--- src/rtl/uart_pkg.sv ---
// Constants and helper types shared by the UART transmitter, its TX FIFO
// and the planned receiver.
package uart_pkg;

  localparam int UART_DATA_W     = 8;
  localparam int UART_FIFO_DEPTH = 16;
  localparam int UART_FIFO_AW    = 4;

  typedef enum logic [1:0] {
    FIFO_OP_NONE  = 2'd0,
    FIFO_OP_WRITE = 2'd1,
    FIFO_OP_POP   = 2'd2,
    FIFO_OP_BOTH  = 2'd3
  } fifo_op_e;

  // Collapses the two handshakes of a cycle into the operation that moves the level.
  function automatic fifo_op_e fifo_op(input logic wr, input logic pop);
    fifo_op_e op;
    unique case ({pop, wr})
      2'b01:   op = FIFO_OP_WRITE;
      2'b10:   op = FIFO_OP_POP;
      2'b11:   op = FIFO_OP_BOTH;
      default: op = FIFO_OP_NONE;
    endcase
    return op;
  endfunction

endpackage

--- src/rtl/fifo_ram.sv ---
// DEPTH x 8 storage array with one synchronous write port and an
// asynchronous read port; contents are never reset.
module fifo_ram
  import uart_pkg::*;
#(
  parameter int DEPTH = UART_FIFO_DEPTH,
  parameter int AW    = UART_FIFO_AW
) (
  input  logic                   clk,
  input  logic                   wr_en,
  input  logic [AW-1:0]          wr_addr,
  input  logic [UART_DATA_W-1:0] wr_data,
  input  logic [AW-1:0]          rd_addr,
  output logic [UART_DATA_W-1:0] rd_data
);

  logic [UART_DATA_W-1:0] mem_q [DEPTH];

  always_ff @(posedge clk) begin
    if (wr_en) begin
      mem_q[wr_addr] <= wr_data;
    end
  end

  assign rd_data = mem_q[rd_addr];

endmodule

--- src/rtl/uart_tx_fifo.sv ---
// First-word fall-through byte FIFO feeding the UART transmitter, with
// registered fill level, flush and a sticky overflow flag.
module uart_tx_fifo
  import uart_pkg::*;
#(
  parameter int DEPTH = UART_FIFO_DEPTH,
  parameter int AW    = UART_FIFO_AW
) (
  input  logic                   clk,
  input  logic                   rst,
  input  logic [UART_DATA_W-1:0] wr_data,
  input  logic                   wr_valid,
  output logic                   wr_ready,
  input  logic                   flush,
  output logic [UART_DATA_W-1:0] tx_data,
  output logic                   tx_data_valid,
  input  logic                   tx_data_ready,
  output logic [AW:0]            level,
  output logic                   overflow,
  input  logic                   ovf_clr
);

  localparam logic [AW:0] FULL_LEVEL = (AW+1)'(DEPTH);

  logic [AW-1:0] wr_ptr_q, wr_ptr_d;
  logic [AW-1:0] rd_ptr_q, rd_ptr_d;
  logic [AW:0]   level_q, level_d;
  logic          overflow_q, overflow_d;
  logic          wr_fire, pop_fire;
  fifo_op_e      op;

  assign wr_ready      = (level_q != FULL_LEVEL);
  assign tx_data_valid = (level_q != '0);
  assign level         = level_q;
  assign overflow      = overflow_q;

  // A flush cancels both handshakes, so the RAM is not written either.
  assign wr_fire  = wr_valid && wr_ready && !flush;
  assign pop_fire = tx_data_valid && tx_data_ready && !flush;
  assign op       = fifo_op(wr_fire, pop_fire);

  always_comb begin
    wr_ptr_d   = wr_ptr_q;
    rd_ptr_d   = rd_ptr_q;
    level_d    = level_q;
    overflow_d = overflow_q;
    if (flush) begin
      wr_ptr_d = '0;
      rd_ptr_d = '0;
      level_d  = '0;
    end else begin
      if (wr_fire) begin
        wr_ptr_d = wr_ptr_q + AW'(1);
      end
      if (pop_fire) begin
        rd_ptr_d = rd_ptr_q + AW'(1);
      end
      case (op)
        FIFO_OP_WRITE: level_d = level_q + (AW+1)'(1);
        FIFO_OP_POP:   level_d = level_q - (AW+1)'(1);
        default:       level_d = level_q;
      endcase
      // Setting has priority so a refused write is never lost to a clear.
      if (wr_valid && !wr_ready) begin
        overflow_d = 1'b1;
      end else if (ovf_clr) begin
        overflow_d = 1'b0;
      end
    end
  end

  always_ff @(posedge clk) begin
    if (rst) begin
      wr_ptr_q   <= '0;
      rd_ptr_q   <= '0;
      level_q    <= '0;
      overflow_q <= 1'b0;
    end else begin
      wr_ptr_q   <= wr_ptr_d;
      rd_ptr_q   <= rd_ptr_d;
      level_q    <= level_d;
      overflow_q <= overflow_d;
    end
  end

  fifo_ram #(
    .DEPTH(DEPTH),
    .AW   (AW)
  ) u_ram (
    .clk    (clk),
    .wr_en  (wr_fire && !rst),
    .wr_addr(wr_ptr_q),
    .wr_data(wr_data),
    .rd_addr(rd_ptr_q),
    .rd_data(tx_data)
  );

endmodule

--- config.mk ---
export PLATFORM = sky130hd
export DESIGN_NAME = uart_tx_fifo
export DESIGN_NICKNAME = d
export VERILOG_FILES = /design/src/rtl/uart_pkg.sv /design/src/rtl/fifo_ram.sv /design/src/rtl/uart_tx_fifo.sv
export SDC_FILE = /design/constraint.sdc
export NUM_CORES = 1
export LEC_CHECK = 0
export CAP_MARGIN = 25
export CORE_MARGIN = 2
export CORE_UTILIZATION = 45
export DETAILED_ROUTE_END_ITERATION = 6
export GPL_TIMING_DRIVEN = 0
export PLACE_DENSITY = 0.65
export SLEW_MARGIN = 40
export SYNTH_ARGS = -nofsm -noshare
export SYNTH_HDL_FRONTEND = slang
export SYNTH_HIERARCHICAL = 1
export SYNTH_SLANG_ARGS = --single-unit
--- constraint.sdc ---
create_clock -name clk -period 2.9 [get_ports clk]
set_input_delay 0.58 -clock clk [delete_from_list [all_inputs] [get_ports clk]]
set_output_delay 0.58 -clock clk [all_outputs]
set_load 0.02 [all_outputs]
gate_families.png
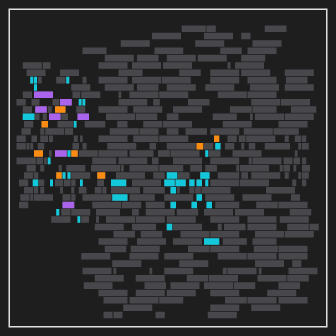
NOR gates -> cyan  # cells 35
adder and majority cells -> purple  # cells 7
AND and OR gates -> orange  # cells 8

port_nets.png
The bar under the picture is 20 µm long.
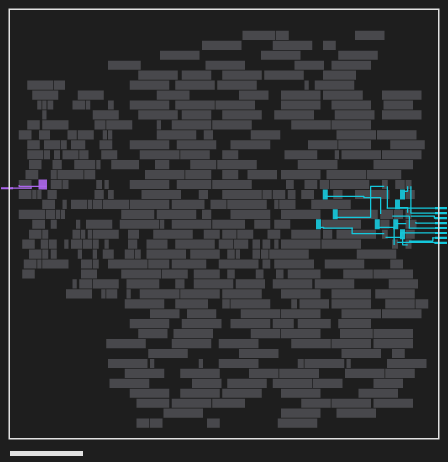
tx_data_valid -> purple  # bits 1, direction output, edge west, end cells 1, buffers 1, wire 13.2 µm
tx_data -> cyan  # bits 8, direction output, edge east, end cells 8, buffers 8, wire 176 µm

final_congestion.png
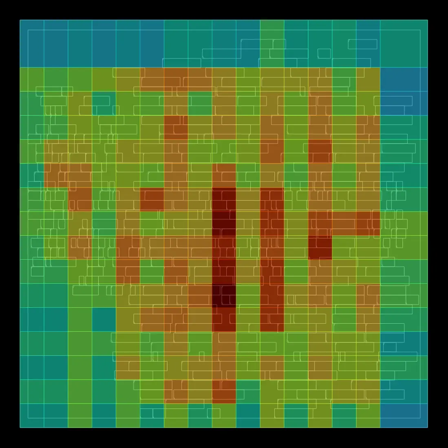
grt peak-use layer: met2
grt met1 use: 24.1%

zoom.png
The bar under the picture is 10 µm long. Window x 17 to 42, y 17 to 42 µm. Cells in grey, sequential cells in the stronger grey; small squares are vias.
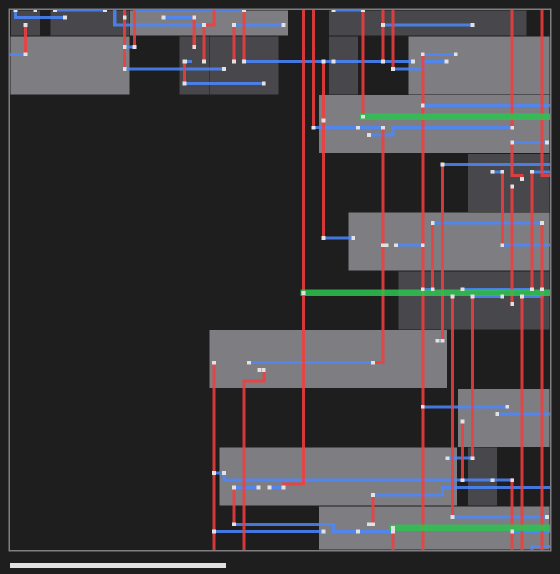
met3 -> green
met2 -> red
met1 -> blue
most frequent = edfxtp_1 (6)
cells with their middle in the window = 12
netlist names of flops here include = u_ram/mem_q (6), wr_ptr_q (1)
sequential cells in the window = 7

==> impl_metrics.json <==
{
  "dp_cells": 508,
  "clock_path_buffers": 2,
  "die_x_um": 117,
  "clk_pin_slew_ps": 50,
  "slew_violations": 0,
  "grt_first_pass_wirelength_um": 17300,
  "required_ps": 2320,
  "yosys-top-cells-count": "128 x edfxtp_1, 28 x nor2_1, 18 x mux4_2",
  "synth.cellmix.adderShare_pct": 1.65,
  "pwr-share-clk_pct": 44.3,
  "syn_avg_cell_area_um2": 18.8,
  "p_seq_share_pct": 52.7,
  "grt_pass1_vias": 3030,
  "netSwitchingPower_uw": 817,
  "ctsHoldBuffers": 0,
  "drc": 0,
  "ys_types": 40,
  "dp_hpwl_um": 7150,
  "drv_cap": 0,
  "antenna_left": 0,
  "openroad.warnings": 27,
  "p_comb_share_pct": 3.0,
  "power.density_mw_per_mm2": 617,
  "status": "finished clean",
  "grt_max_degree": 17,
  "fp-utilization_pct": 45.8,
  "worst_skew_pair.late_latency_ps": 420,
  "enable_flop_cells": 128,
  "yosys_warnings": 6,
  "netSwitchingFraction_pct": 19.2,
  "antenna_found_initial": 0,
  "fillers": 996,
  "gp_congestion": 0.780,
  "num_antenna_cells": 0,
  "grt_use_total_pct": 18.4,
  "synthSimpleGateAreaFrac_pct": 6.04,
  "yosys_cells": 307
}
final cells by class:
type | instances | share of cell area, %
clock inverter | 11 | 1.11
timing repair buffer | 30 | 4.05
buffer | 13 | 1.96
clock buffer | 20 | 6.33
tap | 172 | 3.12
multi-input combinational | 150 | 23.5
sequential | 142 | 59.8
inverter | 2 | 0.109
metal layers:
layer / up-vias / track usage (%) / share of wire, %
li1: 1353 / - / -
met1: 1522 / 24.1 / 41
met2: 102 / 28.7 / 49
met3: 12 / 5.87 / 7.2
met4: 0 / 7.45 / 2.0
met5: - / 0 / 0
power groups by stage:
stage / combinational [µW] / sequential, µW / clock (µW)
CTS: 125 / 2240 / 1930
global placement: 118 / 2280 / 0
finish: 126 / 2240 / 1890
detailed placement: 121 / 2280 / 0
floorplan: 50.0 / 2280 / 0
global route: 138 / 2240 / 2030
cell usage in the layout, fill, tap and decap left out, drive strengths merged, types with 4 or more instances in the layout:
master / n
nor2: 28
ha: 6
edfxtp: 128
nand3: 7
a22oi: 16
clkinv: 9
a21oi: 6
buf: 5
clkbuf: 32
nand2b: 4
nor3: 4
clkdlybuf4s50: 21
nand2: 13
mux4: 32
dfxtp: 14
metrics by stage:
stage	cell area (µm²)	TNS (ps)	util, %
5_1_grt	6900	0	54.9
2_1_floorplan	5760	0	-
3_5_place_dp	6280	-58420	50.0
3_3_place_gp	6260	-64940	49.8
6_report	6900	0	54.9
4_1_cts	6840	-1000	54.4
cell families (layout without fill, tap and decap cells):
group                      after synthesis  count (layout)
AOI/OAI and AO/OA                       32              32
xor gates and xnor gates                 6               6
adders and majority gates                7               7
buffers and inverters                   15              76
DFF                                    142             142
muxes                                   35              35
and+or+nand+nor                         70              70
critical path, cell delays in order (launching register included):
cell	delay, ps
dfxtp_2	370
buf_6	160
buf_12	160
mux4_1	560
a22oi_1	200
nand2_1	60
dlygate4sd2_1	320
worst paths after layout:
path / start / to / slack (ps) / cells past startpoint
min reg2reg: overflow$_SDFFE_PP0P_ / overflow$_SDFFE_PP0P_ / 480 / 2
max reg2reg: level[0]$_SDFFE_PP0P_ / level[4]$_SDFFE_PP0P_ / 330 / 9
min: overflow$_SDFFE_PP0P_ / overflow$_SDFFE_PP0P_ / 480 / 2
max: rd_ptr_q[0]$_SDFFE_PP0P_ / tx_data[4] / 80 / 6
registers in the layout, summed over array words and instances (netlist names):
| register | cells |
|---|---|
| rd_ptr_q | 4 |
| overflow | 1 |
| u_ram/mem_q | 128 |
| wr_ptr_q | 4 |
| level | 5 |
repair_timing:
item / 4_1_cts / 5_1_grt
setup buffers: 1 / 0
endpoints found under the setup margin: 48 / 122
resized: 27 / 38
pin swaps: 3 / 4
Power is estimated from default activity; no workload was simulated.
